File: src/rtl/tt_trng_pkg.sv
`default_nettype none
// +----------------------------------------------------------------------+
// | tt_trng_pkg : shared state encoding and counter sizing for the TRNG  |
// | Revision    : 1.0                                                    |
// +----------------------------------------------------------------------+
package tt_trng_pkg;

   typedef enum logic [2:0] {
      ST_IDLE    = 3'd0,
      ST_WARMUP  = 3'd1,
      ST_COLLECT = 3'd2,
      ST_VALID   = 3'd3,
      ST_FAIL    = 3'd4
   } state_e;

   // Width able to hold 0..n-1, never narrower than one bit.
   function automatic int unsigned cnt_width(input int unsigned n);
      int unsigned w;
      w = 1;
      if (n > 1) w = $clog2(n);
      return w;
   endfunction

endpackage
`default_nettype wire

File: src/rtl/tt_trng_health.sv
`default_nettype none
// +----------------------------------------------------------------------+
// | tt_trng_health : repetition-count health test on captured bits       |
// | Revision       : 1.0                                                 |
// +----------------------------------------------------------------------+
module tt_trng_health
   import tt_trng_pkg::*;
#(
   parameter int unsigned REP_LIMIT = 12
) (
   input  logic clk,
   input  logic rst,
   input  logic clr_i,
   input  logic bit_valid_i,
   input  logic bit_i,
   output logic fail_pulse_o
);

   localparam int unsigned RUN_W = cnt_width(REP_LIMIT + 1);
   localparam logic [RUN_W-1:0] RUN_MAX = RUN_W'(REP_LIMIT);
   localparam logic [RUN_W-1:0] RUN_ONE = RUN_W'(1);

   logic [RUN_W-1:0] run_q, run_d;
   logic             prev_q;

   // A zero run means no bit has been seen since the last clear.
   always_comb begin
      run_d = run_q;
      if (bit_valid_i) begin
         if ((run_q != '0) && (bit_i == prev_q)) begin
            if (run_q != RUN_MAX) run_d = run_q + RUN_ONE;
         end else begin
            run_d = RUN_ONE;
         end
      end
   end

   assign fail_pulse_o = bit_valid_i && (run_d == RUN_MAX);

   always_ff @(posedge clk or posedge rst) begin
      if (rst) begin
         run_q  <= '0;
         prev_q <= 1'b0;
      end else if (clr_i) begin
         run_q  <= '0;
      end else if (bit_valid_i) begin
         run_q  <= run_d;
         prev_q <= bit_i;
      end
   end

endmodule
`default_nettype wire

File: src/rtl/tt_trng_ctrl.sv
`default_nettype none
// +----------------------------------------------------------------------+
// | tt_trng_ctrl : TRNG sequencer - ring warm-up, paced sampling, key    |
// |                assembly, health test and valid/ready key hand-off    |
// | Revision     : 1.0                                                   |
// +----------------------------------------------------------------------+
module tt_trng_ctrl
   import tt_trng_pkg::*;
#(
   parameter int unsigned WARMUP_CYCLES = 256,
   parameter int unsigned SAMPLE_DIV    = 16,
   parameter int unsigned KEY_W         = 4,
   parameter int unsigned REP_LIMIT     = 12
) (
   input  logic             clk,
   input  logic             rst,
   input  logic             start_i,
   input  logic             rnd_bit_i,
   input  logic             key_ready_i,
   input  logic             clear_fail_i,
   output logic             ring_en_o,
   output logic             sample_o,
   output logic [KEY_W-1:0] key_o,
   output logic             key_valid_o,
   output logic             busy_o,
   output logic             fail_o
);

   localparam int unsigned WARM_W = cnt_width(WARMUP_CYCLES);
   localparam int unsigned DIV_W  = cnt_width(SAMPLE_DIV);
   localparam int unsigned BIT_W  = cnt_width(KEY_W);

   localparam logic [WARM_W-1:0] WARM_LAST = WARM_W'(WARMUP_CYCLES - 1);
   localparam logic [WARM_W-1:0] WARM_ONE  = WARM_W'(1);
   localparam logic [DIV_W-1:0]  DIV_LAST  = DIV_W'(SAMPLE_DIV - 1);
   localparam logic [DIV_W-1:0]  DIV_ONE   = DIV_W'(1);
   localparam logic [BIT_W-1:0]  BIT_LAST  = BIT_W'(KEY_W - 1);
   localparam logic [BIT_W-1:0]  BIT_ONE   = BIT_W'(1);

   state_e              state_q, state_d;
   logic [WARM_W-1:0]   warm_q, warm_d;
   logic [DIV_W-1:0]    div_q, div_d;
   logic [BIT_W-1:0]    bcnt_q, bcnt_d;
   logic [KEY_W-1:0]    key_sr_q, key_sr_d;
   logic [KEY_W-1:0]    key_q, key_d;
   logic                ring_en_q, sample_q, key_valid_q, busy_q, fail_q;

   logic                capture;
   logic                health_clr;
   logic                health_fail;

   assign capture    = (state_q == ST_COLLECT) && (div_q == DIV_LAST);
   assign health_clr = (state_q == ST_IDLE) || ((state_q == ST_FAIL) && clear_fail_i);

   tt_trng_health #(
      .REP_LIMIT (REP_LIMIT)
   ) u_health (
      .clk          (clk),
      .rst          (rst),
      .clr_i        (health_clr),
      .bit_valid_i  (capture),
      .bit_i        (rnd_bit_i),
      .fail_pulse_o (health_fail)
   );

   always_comb begin
      state_d  = state_q;
      warm_d   = warm_q;
      div_d    = div_q;
      bcnt_d   = bcnt_q;
      key_sr_d = key_sr_q;
      key_d    = key_q;
      unique case (state_q)
         ST_IDLE: begin
            if (start_i) begin
               state_d = ST_WARMUP;
               warm_d  = '0;
            end
         end
         ST_WARMUP: begin
            if (warm_q == WARM_LAST) begin
               state_d = ST_COLLECT;
               div_d   = '0;
               bcnt_d  = '0;
            end else begin
               warm_d  = warm_q + WARM_ONE;
            end
         end
         ST_COLLECT: begin
            div_d = (div_q == DIV_LAST) ? '0 : div_q + DIV_ONE;
            if (capture) begin
               key_sr_d = (key_sr_q << 1) | KEY_W'(rnd_bit_i);
               // A health failure on the last bit wins over key completion.
               if (health_fail) begin
                  state_d = ST_FAIL;
               end else if (bcnt_q == BIT_LAST) begin
                  state_d = ST_VALID;
                  key_d   = key_sr_d;
                  bcnt_d  = '0;
               end else begin
                  bcnt_d  = bcnt_q + BIT_ONE;
               end
            end
         end
         ST_VALID: begin
            if (key_ready_i) begin
               if (start_i) begin
                  state_d = ST_COLLECT;
                  div_d   = '0;
                  bcnt_d  = '0;
               end else begin
                  state_d = ST_IDLE;
               end
            end
         end
         ST_FAIL: begin
            if (clear_fail_i) state_d = ST_IDLE;
         end
         default: state_d = ST_IDLE;
      endcase
   end

   // Outputs are decoded from next-state values so they land registered.
   always_ff @(posedge clk or posedge rst) begin
      if (rst) begin
         state_q     <= ST_IDLE;
         warm_q      <= '0;
         div_q       <= '0;
         bcnt_q      <= '0;
         key_sr_q    <= '0;
         key_q       <= '0;
         ring_en_q   <= 1'b0;
         sample_q    <= 1'b0;
         key_valid_q <= 1'b0;
         busy_q      <= 1'b0;
         fail_q      <= 1'b0;
      end else begin
         state_q     <= state_d;
         warm_q      <= warm_d;
         div_q       <= div_d;
         bcnt_q      <= bcnt_d;
         key_sr_q    <= key_sr_d;
         key_q       <= key_d;
         ring_en_q   <= (state_d == ST_WARMUP) || (state_d == ST_COLLECT) ||
                        (state_d == ST_VALID);
         sample_q    <= (state_d == ST_COLLECT) && (div_d == DIV_LAST);
         key_valid_q <= (state_d == ST_VALID);
         busy_q      <= (state_d == ST_WARMUP) || (state_d == ST_COLLECT);
         fail_q      <= (state_d == ST_FAIL);
      end
   end

   assign ring_en_o   = ring_en_q;
   assign sample_o    = sample_q;
   assign key_o       = key_q;
   assign key_valid_o = key_valid_q;
   assign busy_o      = busy_q;
   assign fail_o      = fail_q;

endmodule
`default_nettype wire

File: config.mk
export PLATFORM = sky130hd
export DESIGN_NAME = tt_trng_ctrl
export DESIGN_NICKNAME = d
export VERILOG_FILES = /design/src/rtl/tt_trng_pkg.sv /design/src/rtl/tt_trng_health.sv /design/src/rtl/tt_trng_ctrl.sv
export SDC_FILE = /design/constraint.sdc
export NUM_CORES = 1
export LEC_CHECK = 0
export ABC_AREA = 1
export CAP_MARGIN = 20
export CORE_UTILIZATION = 50
export CTS_CLUSTER_SIZE = 14
export DETAILED_ROUTE_END_ITERATION = 7
export PLACE_DENSITY = 0.7
export SKIP_LAST_GASP = 1
export SYNTH_ARGS = -nofsm -noshare
export SYNTH_HDL_FRONTEND = slang
export SYNTH_HIERARCHICAL = 1
export SYNTH_SLANG_ARGS = --single-unit
File: constraint.sdc
create_clock -name clk -period 3.3 [get_ports clk]
set_clock_uncertainty 0.2 [all_clocks]
set_input_delay 0.66 -clock clk [delete_from_list [all_inputs] [get_ports clk]]
set_output_delay 0.66 -clock clk [all_outputs]
set_load 0.1 [all_outputs]
### The metal 3 layer

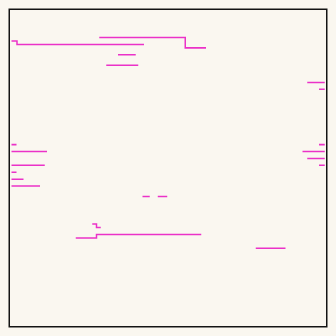
main direction: horizontal
nets with wire on the layer: 18
share of all routed wire: 3.9%
longest straight run: 24.8 µm
wire length on this layer: 128 µm

### Pin map

Pins as bars across the die edge, other pins in grey.
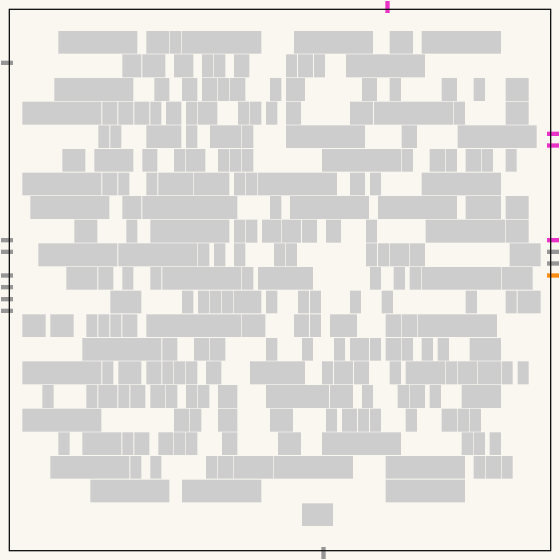
[orange] `rst` | pins: 1 | direction: input | edge: right
[magenta] `key_o` | pins: 4 | direction: output | edge: 3 right, 1 top
all pins by edge: 7 left, 6 right, 1 bottom, 1 top

### Clock wires, drivers and flops

The bar under the picture is 20 µm long.
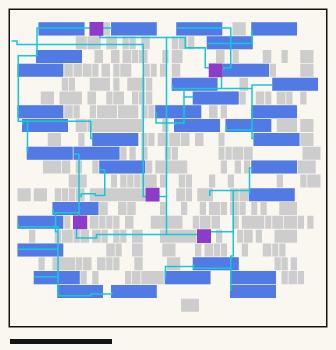
[blue] flip-flops | count: 34
[purple] clock-net drivers | count: 5
[cyan] clock wires | length: 445 µm
routed clock nets: 6
flops lie: spread over the die

==> qor.txt <==
Hold Crit Class -> flop to flop
Mean Syn Cell Area -> 8.124 µm²
Worst Hold Depth -> 2
DR pass1 iterations -> 4
Vias/cell -> 4.911
CP max stage delay -> 0.40 ns
Final setup vio count -> 0
Most numerous cell in the Yosys netlist -> nand2_1
Main flop type -> dfrtp_1
Initial antenna violation count -> 0
Register bit total from synthesis -> 34
Lkg Pwr -> 1.066 nW
Yosys stat chip area -> 1812 µm²
Post-route antenna net violation count -> 0
Grt total ovfl -> 0
Clock sinks -> 34
Yosys warnings -> 6
Drt total wl -> 3255 µm
Period utilization -> 0.8485
Synth area leader -> dfrtp_1
# rows -> 21
Post-synth cell types -> 30
Ys async rst share -> 1.000
Post-synth EDFFs -> 0
Crit path DAT -> 2.86 ns
RePlAce Congestion -> 0.8339
Fillers -> 324
Number of global-route vias before repair -> 1,334
Fraction of layout cells with a size suffix above 1 -> 0.1796
Critical path fanouts, max -> 21
Inserted Clock Buffers -> 5
Seq share, synth -> 0.4696
Root buf cell -> clkbuf_4
CP max-delay cell -> dfrtp_1
OpenROAD warnings -> 27
Status -> complete, no violations
Final HPWL DP -> 2309 µm
Post-DP Area -> 1983 µm²
Init Core Util -> 0.5304
Avg WL per Cell -> 11.19 µm
Tot Pwr -> 0.001113 W
Nature of the critical path endpoint -> flop
# Cells Yosys -> 223
Most frequent cell on the critical path -> nand2_1
PD cells -> 532.8 nW/µm²
Top cells by area, synth -> dfrtp_1 (47%), nand2_1 (11%), inv_1 (5.8%), nor2_1 (4.1%), nand3_1 (3.6%)
Layout Utilization -> 0.6117
CTS tree -> yes
Antenna cells -> 0
Post-route design area -> 2090 µm²
Slew Viols, Final -> 0
Global Route Usage Sum -> 0.1963
First-pass GRT wire length -> 5823 µm
Area Overhead vs Synth -> 15.33%
Syn_nets -> 234
Chip area -> 3868 µm²
H-tree depth -> 2
Crit path cell chain -> ha_1 -> nand2_1 -> inv_1 -> nand2_1 -> nor2_8 -> nand2_1 -> nor2_1 -> nand2_1 -> nand2_1 -> nand3_1 -> nor2_1 -> inv_1 -> o21ai_0 -> nand2_1 -> nor2_1 -> nor2_1 -> nand2_1 -> nor2_1
Post-route DRC -> 0
Vias after detailed routing -> 1,429
Die X -> 62.20 µm
Clock buffer depth -> 2
Crit start category -> flop
Synth Cell Area -> 1812 µm²
Slew @ Worst Pin -> 0.3615 ns
Setup CP Type -> flop to flop
Setup TNS -> 0 ns
R2R depth -> 18
Iter 0 DRT Violations -> 44
# Post-CTS Setup Buffers -> 0
Post-CTS resize count -> 0
Hold-fix buffer count after cts -> 0
Die H -> 62.20 µm
Pin count of the biggest net entering global routing -> 30
Max Freq -> 357.1 MHz
Slew headroom -> 0.7590
Unrepaired setup endpoints after global routing -> no
PortBufs -> 14
Io pins -> 15
Instance count of the mapped netlist -> 223
Worst EP required -> 3.36 ns
Skew-Pair Late Insertion Delay -> 0.35 ns
Net count reported at finish -> 255
Worst vdd ir -> 0.0003119 V
Top cells by count, synth -> nand2_1 (54), dfrtp_1 (34), inv_1 (28), nor2_1 (20)
Yosys top cell area share -> 0.4696
Max_cap viols -> 0
Clk slew on worst S/H paths -> 0.11 ns
Final hold vios -> 0
Min Tclk post-route -> 2.800 ns
### Placement view

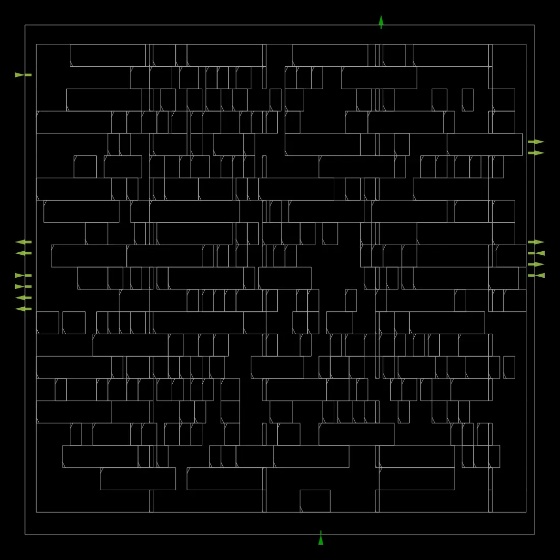
Seq/total area: 0.4072
# Taps: 46
Non-Filler Instances: 291
flop count: 34
Core Area: 3416 µm²

### Cell density map

The die is cut into 6 by 6 equal tiles; white is low, dark blue is high, 0 to 100% covered.
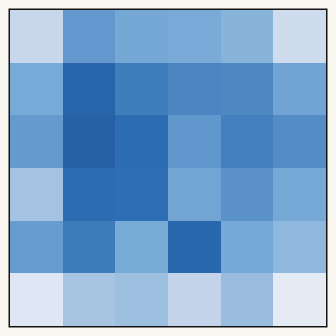
emptiest ninth of the die: lower right
mean over tiles: 53%
tiles over 75% full: 14%
fullest tile: 80%

[cells by family (layout without fill, tap and decap cells)]
family                     count (synthesis)  count (layout)  share of synthesized area
AOI/OAI and AO/OA                         34              34                     0.1008
adders and majority gates                  5               5                    0.03453
buffers and inverters                     36              58                    0.07873
DFF                                       34              34                     0.4696
muxes                                      1               1                   0.006215
and+or+nand+nor                          113             113                     0.3101
[worst max-delay path: cells and delay by family, from the launching register on]
family	cells	cell delay (ns)
compound gates	1	0.20
flops	1	0.40
simple gates	14	1.55
buf+inv	2	0.18
fa+ha+maj	1	0.18
[report_power, final]
group | internal [W] | total (W) | leakage [nW] | switching (W)
Sequential | 0.000467 | 0.000510 | 0.444 | 0.0000428
Clock | 0.000237 | 0.000389 | 0.0554 | 0.000152
Combinational | 0.0000771 | 0.000214 | 0.567 | 0.000137
Total | 0.000781 | 0.00111 | 1.07 | 0.000332
[through the flow]
stage	hold slack [ns]	instances	setup WS (ns)
after floorplan	0.2385	223	0.8950
after global placement	0.2659	283	0.5815
after detailed placement	0.2717	283	0.5286
after CTS	0.2983	291	0.4849
after global routing	0.3236	291	0.1344
final	0.2934	291	0.4999
[layer usage]
metal | GRT usage | wire length [µm] | share of wire | up-vias
met3 | 0.05699 | 128 | 0.039 | 5
li1 | - | - | - | 751
met5 | 0 | 0 | 0 | -
met1 | 0.2554 | 1666 | 0.51 | 647
met4 | 0.09593 | 68 | 0.021 | 0
met2 | 0.2995 | 1391 | 0.43 | 26
[flip-flops by register name, summed over array words and instances (netlist names)]
name and cells:
u_health/run_q 4, div_q 4, key_o 4, sample_o 1, u_health/prev_q 1, busy_o 1
ring_en_o 1, warm_q 8, key_sr_q 3, fail_o 1, key_valid_o 1, bcnt_q 2
state_q 3
[layout by cell type (no fill, tap or decap)]
cell type	n
o21ai_0	13
clkdlybuf4s50_1	5
dfrtp_1	34
nor2_8	1
nor2_2	5
buf_4	10
nand4_1	2
nand3_1	13
or2_1	1
clkbuf_4	5
a21oi_1	12
o21ai_1	4
and2_1	1
inv_1	28
bufinv_16	2
nand2_1	54
nor2_1	20
nand3b_1	1
inv_2	7
o21a_1	1
nand2_2	5
ha_1	5
nor3_1	3
nor2_4	1
a31oi_1	1
nand2_4	2
clkinv_4	1
a21oi_2	1
o21bai_1	1
mux2_1	1
nand3_2	1
nand3_4	2
o31ai_1	1
nor3_2	1
[worst paths after layout]
check	from	to	slack (ns)
max in group asynchronous	rst	warm_q[0]	2.13
worst max register to register	div_q[0]	sample_o	0.50
worst min register to register	key_sr_q[1]	key_sr_q[2]	0.29
min in group asynchronous	rst	u_health/prev_q	0.33
worst max-delay path	div_q[0]	sample_o	0.50
worst min-delay path	key_sr_q[1]	key_sr_q[2]	0.29
[cell type report]
type                    instances  area (µm²)  area share
flip-flops and latches         34       850.8      0.4072
multi-input cells             153       818.3      0.3916
inverters                      35       131.4     0.06287
repair buffers                 15       125.1     0.05988
clock inverters                 3       68.82     0.03293
well taps                      46       57.56     0.02754
clock buffers                   5       37.54     0.01796
Power is estimated from default activity; no workload was simulated.
